$ cat src/rtl/alu_result_buffer_pkg.sv
// Shared widths and helpers for the ALU result write-back buffer.
package alu_result_buffer_pkg;

    localparam int unsigned WB_DATA_W     = 16;
    localparam int unsigned WB_REG_ADDR_W = 2;
    localparam int unsigned WB_DEPTH      = 2;

    typedef logic [1:0] wb_count_t;

    function automatic logic wb_is_full(input wb_count_t c);
        return c == 2'(WB_DEPTH);
    endfunction

endpackage

$ cat src/rtl/alu_result_buffer_sync_fifo2.sv
// Two-entry synchronous FIFO with registered head, count and full/empty.
module sync_fifo2
    import alu_result_buffer_pkg::*;
#(
    parameter int unsigned W = WB_DATA_W + WB_REG_ADDR_W
) (
    input  logic         clk,
    input  logic         reset,
    input  logic         flush,
    input  logic         push,
    input  logic [W-1:0] wdata,
    input  logic         pop,
    output logic [W-1:0] rdata,
    output wb_count_t    count,
    output logic         full,
    output logic         empty
);

    logic [W-1:0] mem_q [2];
    logic [W-1:0] mem_d [2];
    logic         wr_q, wr_d;
    logic         rd_q, rd_d;
    wb_count_t    cnt_q, cnt_d;
    logic [W-1:0] head_q, head_d;
    logic         full_q, empty_q;

    // The head is a register so it holds its last value once the FIFO drains.
    always_comb begin
        mem_d  = mem_q;
        wr_d   = wr_q;
        rd_d   = rd_q;
        cnt_d  = cnt_q;
        head_d = head_q;
        if (flush) begin
            wr_d  = 1'b0;
            rd_d  = 1'b0;
            cnt_d = '0;
        end else begin
            if (push) begin
                mem_d[wr_q] = wdata;
                wr_d        = ~wr_q;
            end
            if (pop) begin
                rd_d = ~rd_q;
            end
            case ({push, pop})
                2'b10:   cnt_d = cnt_q + 2'd1;
                2'b01:   cnt_d = cnt_q - 2'd1;
                default: cnt_d = cnt_q;
            endcase
            if (cnt_d != '0) begin
                head_d = mem_d[rd_d];
            end
        end
    end

    always_ff @(posedge clk) begin
        if (reset) begin
            mem_q   <= '{default: '0};
            wr_q    <= 1'b0;
            rd_q    <= 1'b0;
            cnt_q   <= '0;
            head_q  <= '0;
            full_q  <= 1'b0;
            empty_q <= 1'b1;
        end else begin
            mem_q   <= mem_d;
            wr_q    <= wr_d;
            rd_q    <= rd_d;
            cnt_q   <= cnt_d;
            head_q  <= head_d;
            full_q  <= wb_is_full(cnt_d);
            empty_q <= (cnt_d == '0);
        end
    end

    assign rdata = head_q;
    assign count = cnt_q;
    assign full  = full_q;
    assign empty = empty_q;

endmodule

$ cat src/rtl/alu_result_buffer.sv
// Captures ALU results, owns the carry flag fed back to Cin, and queues
// register write-backs in a 2-entry FIFO drained by valid/ready.
module alu_result_buffer
    import alu_result_buffer_pkg::*;
#(
    parameter int unsigned DATA_W     = WB_DATA_W,
    parameter int unsigned REG_ADDR_W = WB_REG_ADDR_W
) (
    input  logic                  clk,
    input  logic                  reset,
    input  logic                  flush,
    input  logic                  in_valid,
    output logic                  in_ready,
    input  logic [DATA_W-1:0]     in_result,
    input  logic                  in_cout,
    input  logic [REG_ADDR_W-1:0] in_dest,
    input  logic                  in_wr_reg,
    input  logic                  in_wr_flag,
    output logic                  out_valid,
    input  logic                  out_ready,
    output logic [DATA_W-1:0]     out_data,
    output logic [REG_ADDR_W-1:0] out_dest,
    output logic                  carry_flag,
    output logic [1:0]            count
);

    localparam int unsigned EW = DATA_W + REG_ADDR_W;

    logic          accept, push, pop;
    logic          full, empty;
    logic [EW-1:0] head;
    logic          carry_q, carry_d;

    // Flush discards the incoming op entirely, including its flag update.
    assign accept = in_valid & in_ready & ~flush;
    assign push   = accept & in_wr_reg;
    assign pop    = out_valid & out_ready & ~flush;

    always_comb begin
        carry_d = carry_q;
        if (accept && in_wr_flag) begin
            carry_d = in_cout;
        end
    end

    always_ff @(posedge clk) begin
        if (reset) begin
            carry_q <= 1'b0;
        end else begin
            carry_q <= carry_d;
        end
    end

    sync_fifo2 #(
        .W(EW)
    ) u_fifo (
        .clk   (clk),
        .reset (reset),
        .flush (flush),
        .push  (push),
        .wdata ({in_result, in_dest}),
        .pop   (pop),
        .rdata (head),
        .count (count),
        .full  (full),
        .empty (empty)
    );

    assign in_ready              = ~full;
    assign out_valid             = ~empty;
    assign {out_data, out_dest}  = head;
    assign carry_flag            = carry_q;

endmodule
$ cat config.mk
export PLATFORM = sky130hd
export DESIGN_NAME = alu_result_buffer
export DESIGN_NICKNAME = d
export VERILOG_FILES = /design/src/rtl/alu_result_buffer_pkg.sv /design/src/rtl/alu_result_buffer_sync_fifo2.sv /design/src/rtl/alu_result_buffer.sv
export SDC_FILE = /design/constraint.sdc
export NUM_CORES = 1
export LEC_CHECK = 0
export CORE_ASPECT_RATIO = 0.9
export CORE_UTILIZATION = 63
export CTS_BUF_LIST = sky130_fd_sc_hd__clkbuf_4
export DETAILED_ROUTE_END_ITERATION = 10
export DONT_BUFFER_PORTS = 1
export PLACE_DENSITY = 0.79
export REMOVE_ABC_BUFFERS = 1
export SYNTH_ARGS = -nofsm -noshare
export SYNTH_HDL_FRONTEND = slang
export SYNTH_SLANG_ARGS = --single-unit
$ cat constraint.sdc
create_clock -name clk -period 7.7 [get_ports clk]
set_input_delay 1.54 -clock clk [delete_from_list [all_inputs] [get_ports clk]]
set_output_delay 1.54 -clock clk [all_outputs]
set_load 0.02 [all_outputs]
==> flow_summary.toml, run 1 <==
# implementation run metrics
[worst_setup_path]
setup.worst_path.class = "primary input to flop"
critical_path_peak_fanout = 18
start_kind = "primary input"
worst_path_most_repeated_cell = "nor2_1"
required_ps = 8040

[place]
postPlaceCellArea_mm2 = 0.00252

[cells_and_area]
design_area_mm2 = 0.00263
drive_gt1_share_pct = 17.3
final_core_utilization_pct = 69.0
fill_cells = 325
flow.area_growth_from_synthesis_pct = 3.04

[final_timing]
worst_skew_ps = 11.6
setup-violations-final = 0
slew_violations = 0

[logic_synthesis]
yosys_stat_cell_total = 247
synthTopCellsByArea = "dfxtp_1 (48%), mux2_4 (7.1%), a222oi_1 (5.1%)"
post_synth_num_cell_types = 37
netlist.top_cell.by_area = "dfxtp_1"

[global_routing]
initial_antenna_violation_count = 0
grt_pass1_wl_mm = 8.28
number_of_global_route_vias_before_repair = 1697

[outcome]
run_status = "completed"

[route]
drtIter0Drc = 138
detailroute.via_count = 1804
detail_route.first_pass.iterations = 6

[flow_run]
cap_violations = 0

[power_and_ir_drop]
power.switching_uw = 128
-- run 1: path summary, 6_finish.rpt --
check | to | slack, ps | cells after the start
max | u_fifo.rdata[2] | 4010 | 8
min reg2reg | u_fifo.mem_q[31] | 460 | 2
min | u_fifo.mem_q[31] | 460 | 2
max reg2reg | u_fifo.rdata[2] | 4780 | 8
-- run 1: state kept, by name, indices dropped and copies added (netlist names) --
name	cells
carry_flag	1
u_fifo.count	2
u_fifo.empty	1
u_fifo.full	1
u_fifo.mem_q	36
u_fifo.rd_q	1
u_fifo.rdata	18
u_fifo.wr_q	1
-- run 1: layer usage --
metal	global-route usage [%]	share of wire, %	up-vias
met4	10.2	1.8	0
met1	30.2	44	854
met2	36.7	44	84
met3	12.9	10	8
met5	0	0	-
li1	-	-	858
-- run 1: cell usage after synthesis (all sizes together), types with 2 or more instances --
library cell	n
a21oi	5
a222oi	13
and2	14
and3	4
buf	6
clkbuf	8
dfxtp	61
inv	5
mux2	26
mux2i	6
nand2	26
nand3	2
nor2	25
nor2b	15
nor3	3
o21ai	8
xnor2	4
xor2	4
-- run 1: per-stage QoR --
stage | setup slack [ps] | hold slack [ps] | cells | total power, mW
6_report | 4010 | 456 | 295 | 0.526
5_1_grt | 3870 | 481 | 295 | 0.550
4_1_cts | 4020 | 455 | 295 | 0.531
3_5_place_dp | 3600 | 442 | 279 | 0.357
3_3_place_gp | 3700 | 438 | 279 | 0.357
2_1_floorplan | 4070 | 431 | 233 | 0.352
-- run 1: final cells by class --
| type | count | area [um^2] | share of cell area [%] |
|---|---|---|---|
| sequential | 61 | 1220 | 46.5 |
| clock inverter | 6 | 30.0 | 1.14 |
| clock buffer | 10 | 75.1 | 2.86 |
| tap | 46 | 57.6 | 2.19 |
| inverter | 5 | 18.8 | 0.714 |
| multi-input combinational | 167 | 1230 | 46.6 |
-- run 1: power by group through the flow --
stage	clock network (mW)	logic, mW	registers [mW]
6_report	0.176	0.0251	0.325
5_1_grt	0.197	0.0275	0.326
4_1_cts	0.181	0.0251	0.325
3_5_place_dp	0	0.0251	0.332
3_3_place_gp	0	0.0245	0.332
2_1_floorplan	0	0.0204	0.332
-- run 1: cell usage in the layout (no fill, tap or decap), drive strengths merged --
| cell | instances |
|---|---|
| xor2 | 4 |
| xnor2 | 4 |
| ha | 1 |
| inv | 5 |
| clkinv | 5 |
| a211oi | 1 |
| nand2 | 26 |
| nor3 | 3 |
| mux2 | 26 |
| and4bb | 1 |
| a32o | 1 |
| a21oi | 5 |
| and3 | 4 |
| and2 | 14 |
| nor2 | 25 |
| nand4 | 1 |
| nor4bb | 1 |
| a221o | 1 |
| nand3b | 1 |
| o311a | 1 |
| o21ai | 8 |
| a222oi | 13 |
| nand3 | 2 |
| clkbuf | 10 |
| clkinvlp | 1 |
| nor2b | 15 |
| nor3b | 1 |
| dfxtp | 61 |
| nand2b | 1 |
| o21a | 1 |
| mux2i | 6 |
-- run 1: cell families after synthesis --
family / after synthesis
buffers and inverters: 19
muxes: 32
adders and majority gates: 1
AOI/OAI and AO/OA: 31
DFF: 61
xor gates and xnor gates: 8
and+or+nand+nor: 95
### Clock routing, run 1

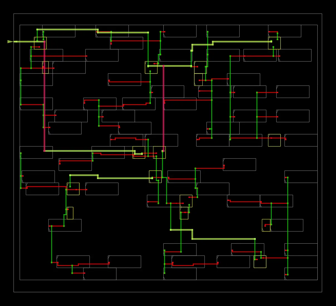
final sequential cell count: 61
clock latency on the worst-skew pair: 390 ps

### Pin map, run 1

Pins as bars across the die edge, other pins in gray.
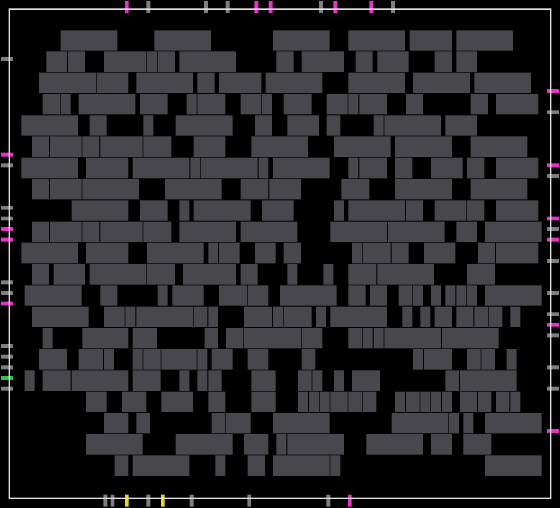
color	port	pins	direction	edge
green	in_wr_flag	1	input	west
magenta	in_result	16	input	6 east, 5 north, 4 west, 1 south
yellow	count	2	output	south
all pins by edge	15 west, 15 east, 10 north, 9 south
die width: 69.1 um
die span in y: 62.4 um

### Gate-type map, run 1

The bar under the picture is 20 um long.
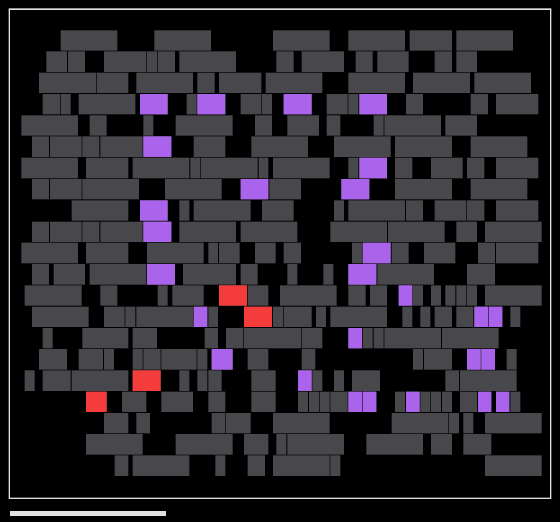
color	family	cells
red	non-inverting ao/oa cells	4
purple	aoi and oai cells	27
share of the final layout cell area in multi-input gates: 46.6%
final cell count without fillers: 295

### Wiring by layer, run 1

Only two layers are drawn.
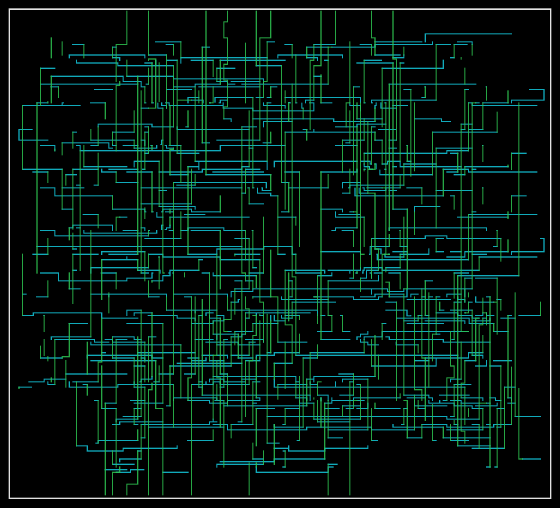
color	layer	wire length
cyan	metal 1	2,200 um
green	metal 2	2,190 um
wire length reported by the detailed router: 5.00 mm
routed length per instance: 16.9 um
global-route usage over all layers: 24.8%

==> inputs of run 2 (changes only) <==
==> constraint.sdc (replaced) <==
create_clock -name clk -period 3.7 [get_ports clk]
set_input_delay 0.74 -clock clk [delete_from_list [all_inputs] [get_ports clk]]
set_output_delay 0.74 -clock clk [all_outputs]
set_load 0.02 [all_outputs]
### Register map, names as in the netlist, run 2

The bar under the picture is 20 um long. Other sequential cells in the stronger gray, the rest of the logic in the fainter gray.
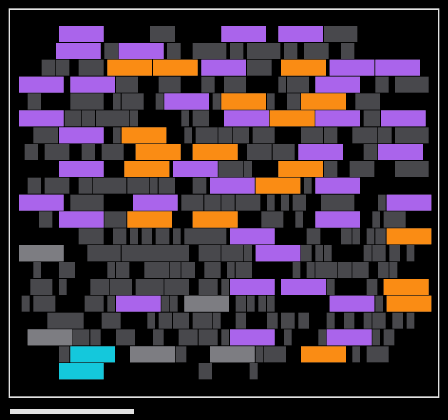
color	netlist name	sequential cells
purple	u_fifo.mem_q	36
orange	u_fifo.rdata	18
cyan	u_fifo.count	2
not colored	5
Final Util: 69.1%
power dissipated in sequential cells: 676 uW
Sequential Area: 0.00122 mm^2
Seq area share: 46.4%

### Clock routing, run 2

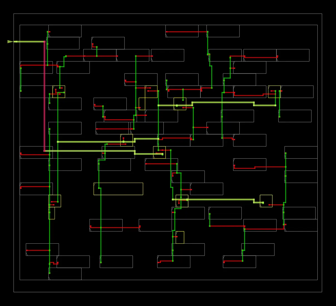
Worst Skew: 11.5 ps
clock buffer count from CTS: 9
clock group power: 397 uW

==> run 2 against run 1 <==
Via count down 3.8%. Highest routed layer unchanged. Die size unchanged. Critical endpoint is now u_fifo.rdata[3]. Synthesized area unchanged. Count of clock-buffer cells in the layout down 1. Largest cell class unchanged. Largest power group unchanged.
==> flow_summary.toml, run 2 <==
# implementation run metrics
[cells_and_area]
top_reg_by_flops = "u_fifo.mem_q"
multiInputGateArea_mm2 = 0.00123
final_cell_count_no_fill = 292
drive_gt1_share_pct = 16.3
design_area_mm2 = 0.00263
final_layout_top_logic_cell = "dfxtp_1"
largest_register_ffs = 36
layout_top_cells_excl_fill_tap = "dfxtp_1 (61), nand2_1 (25), nor2_1 (23), nor2b_1 (15), and2_1 (14)"

[logic_synthesis]
top_cell = "dfxtp_1"
yosysSeqAreaShare_pct = 47.9
post_synth_num_cell_types = 37
ys_top_cells_by_count = "dfxtp_1 (61), nand2_1 (25), nor2_1 (23)"
yosys_stat_cell_total = 247
synthTopCellsByArea = "dfxtp_1 (48%), mux2_4 (7.1%), a222oi_1 (5.1%)"

[flow_run]
cap_violations = 0

[final_timing]
slew_violations = 0
totalNegativeSetupSlack_ps = 0

[route]
drt_wl_total_mm = 4.89
detailroute.via_count = 1735
routed_wire_length_per_instance_um = 16.8
detail_route.first_pass.iterations = 4

[global_routing]
initial_antenna_violation_count = 0
globalRouteTotalUtil_pct = 24.5

[floorplanning]
chipWidth_um = 69.1
floorplan.die.height_um = 62.4

[worst_setup_path]
setup.worst_path.class = "flop to flop"
start_kind = "flop"
critical_path_peak_fanout = 18
required_ps = 4010

[place]
postPlaceCellArea_mm2 = 0.00252

[outcome]
run_status = "completed"
run 2: report_power, final:
part           switching (mW)  internal (mW)  total (mW)
combinational          0.0281         0.0240      0.0521
clock                   0.207          0.190       0.397
sequential            0.00936          0.667       0.676
total                   0.244          0.881        1.12
run 2: cell families after synthesis:
kind of cell    after synthesis  share of synthesized area, %
mux                          32                          15.6
compound gates               31                          9.42
buf+inv                      19                          4.07
fa+ha+maj                     1                         0.490
simple gates                 95                          19.8
flops                        61                          47.9
xor+xnor                      8                          2.75
run 2: worst paths after layout:
kind / startpoint / slack (ps) / cells past startpoint / endpoint
worst min-delay path: reset / 420 / 1 / u_fifo.mem_q[35]
worst min register to register: u_fifo.mem_q[22] / 450 / 2 / u_fifo.mem_q[22]
worst max-delay path: u_fifo.full / 730 / 8 / u_fifo.rdata[3]
worst max register to register: u_fifo.full / 730 / 8 / u_fifo.rdata[3]
run 2: per-stage QoR:
step                      setup slack [ps]  hold slack, ps
after floorplan                        868             431
after global placement                 489             436
after detailed placement               351             443
after CTS                              704             393
after global routing                   523             379
final                                  728             422
run 2: worst max-delay path: stages, from the launching register on:
cell and delay, ps:
dfxtp_1 330, and4bb_4 390, inv_2 80, ha_1 350, nor2b_1 60, a221o_1 610, nor2_1 760, a222oi_1 190
nor2_1 150
run 2: cell type report:
type	instances	share of cell area, %
clock buffers	9	2.57
clock inverters	4	1.62
inverters	5	0.713
multi-input cells	167	46.6
flip-flops and latches	61	46.4
well taps	46	2.19
run 2: routing by layer:
metal / share of wire [%] / up-vias / global-route usage, % / wire (um)
met4: 1.2 / 0 / 9.18 / 61
met3: 8.9 / 6 / 12.7 / 433
met5: 0 / - / 0 / 0
met2: 44 / 64 / 35.9 / 2130
met1: 46 / 815 / 30.7 / 2260
li1: - / 850 / - / -
Power figures rest on the tool's default switching activity, not on a simulated workload.
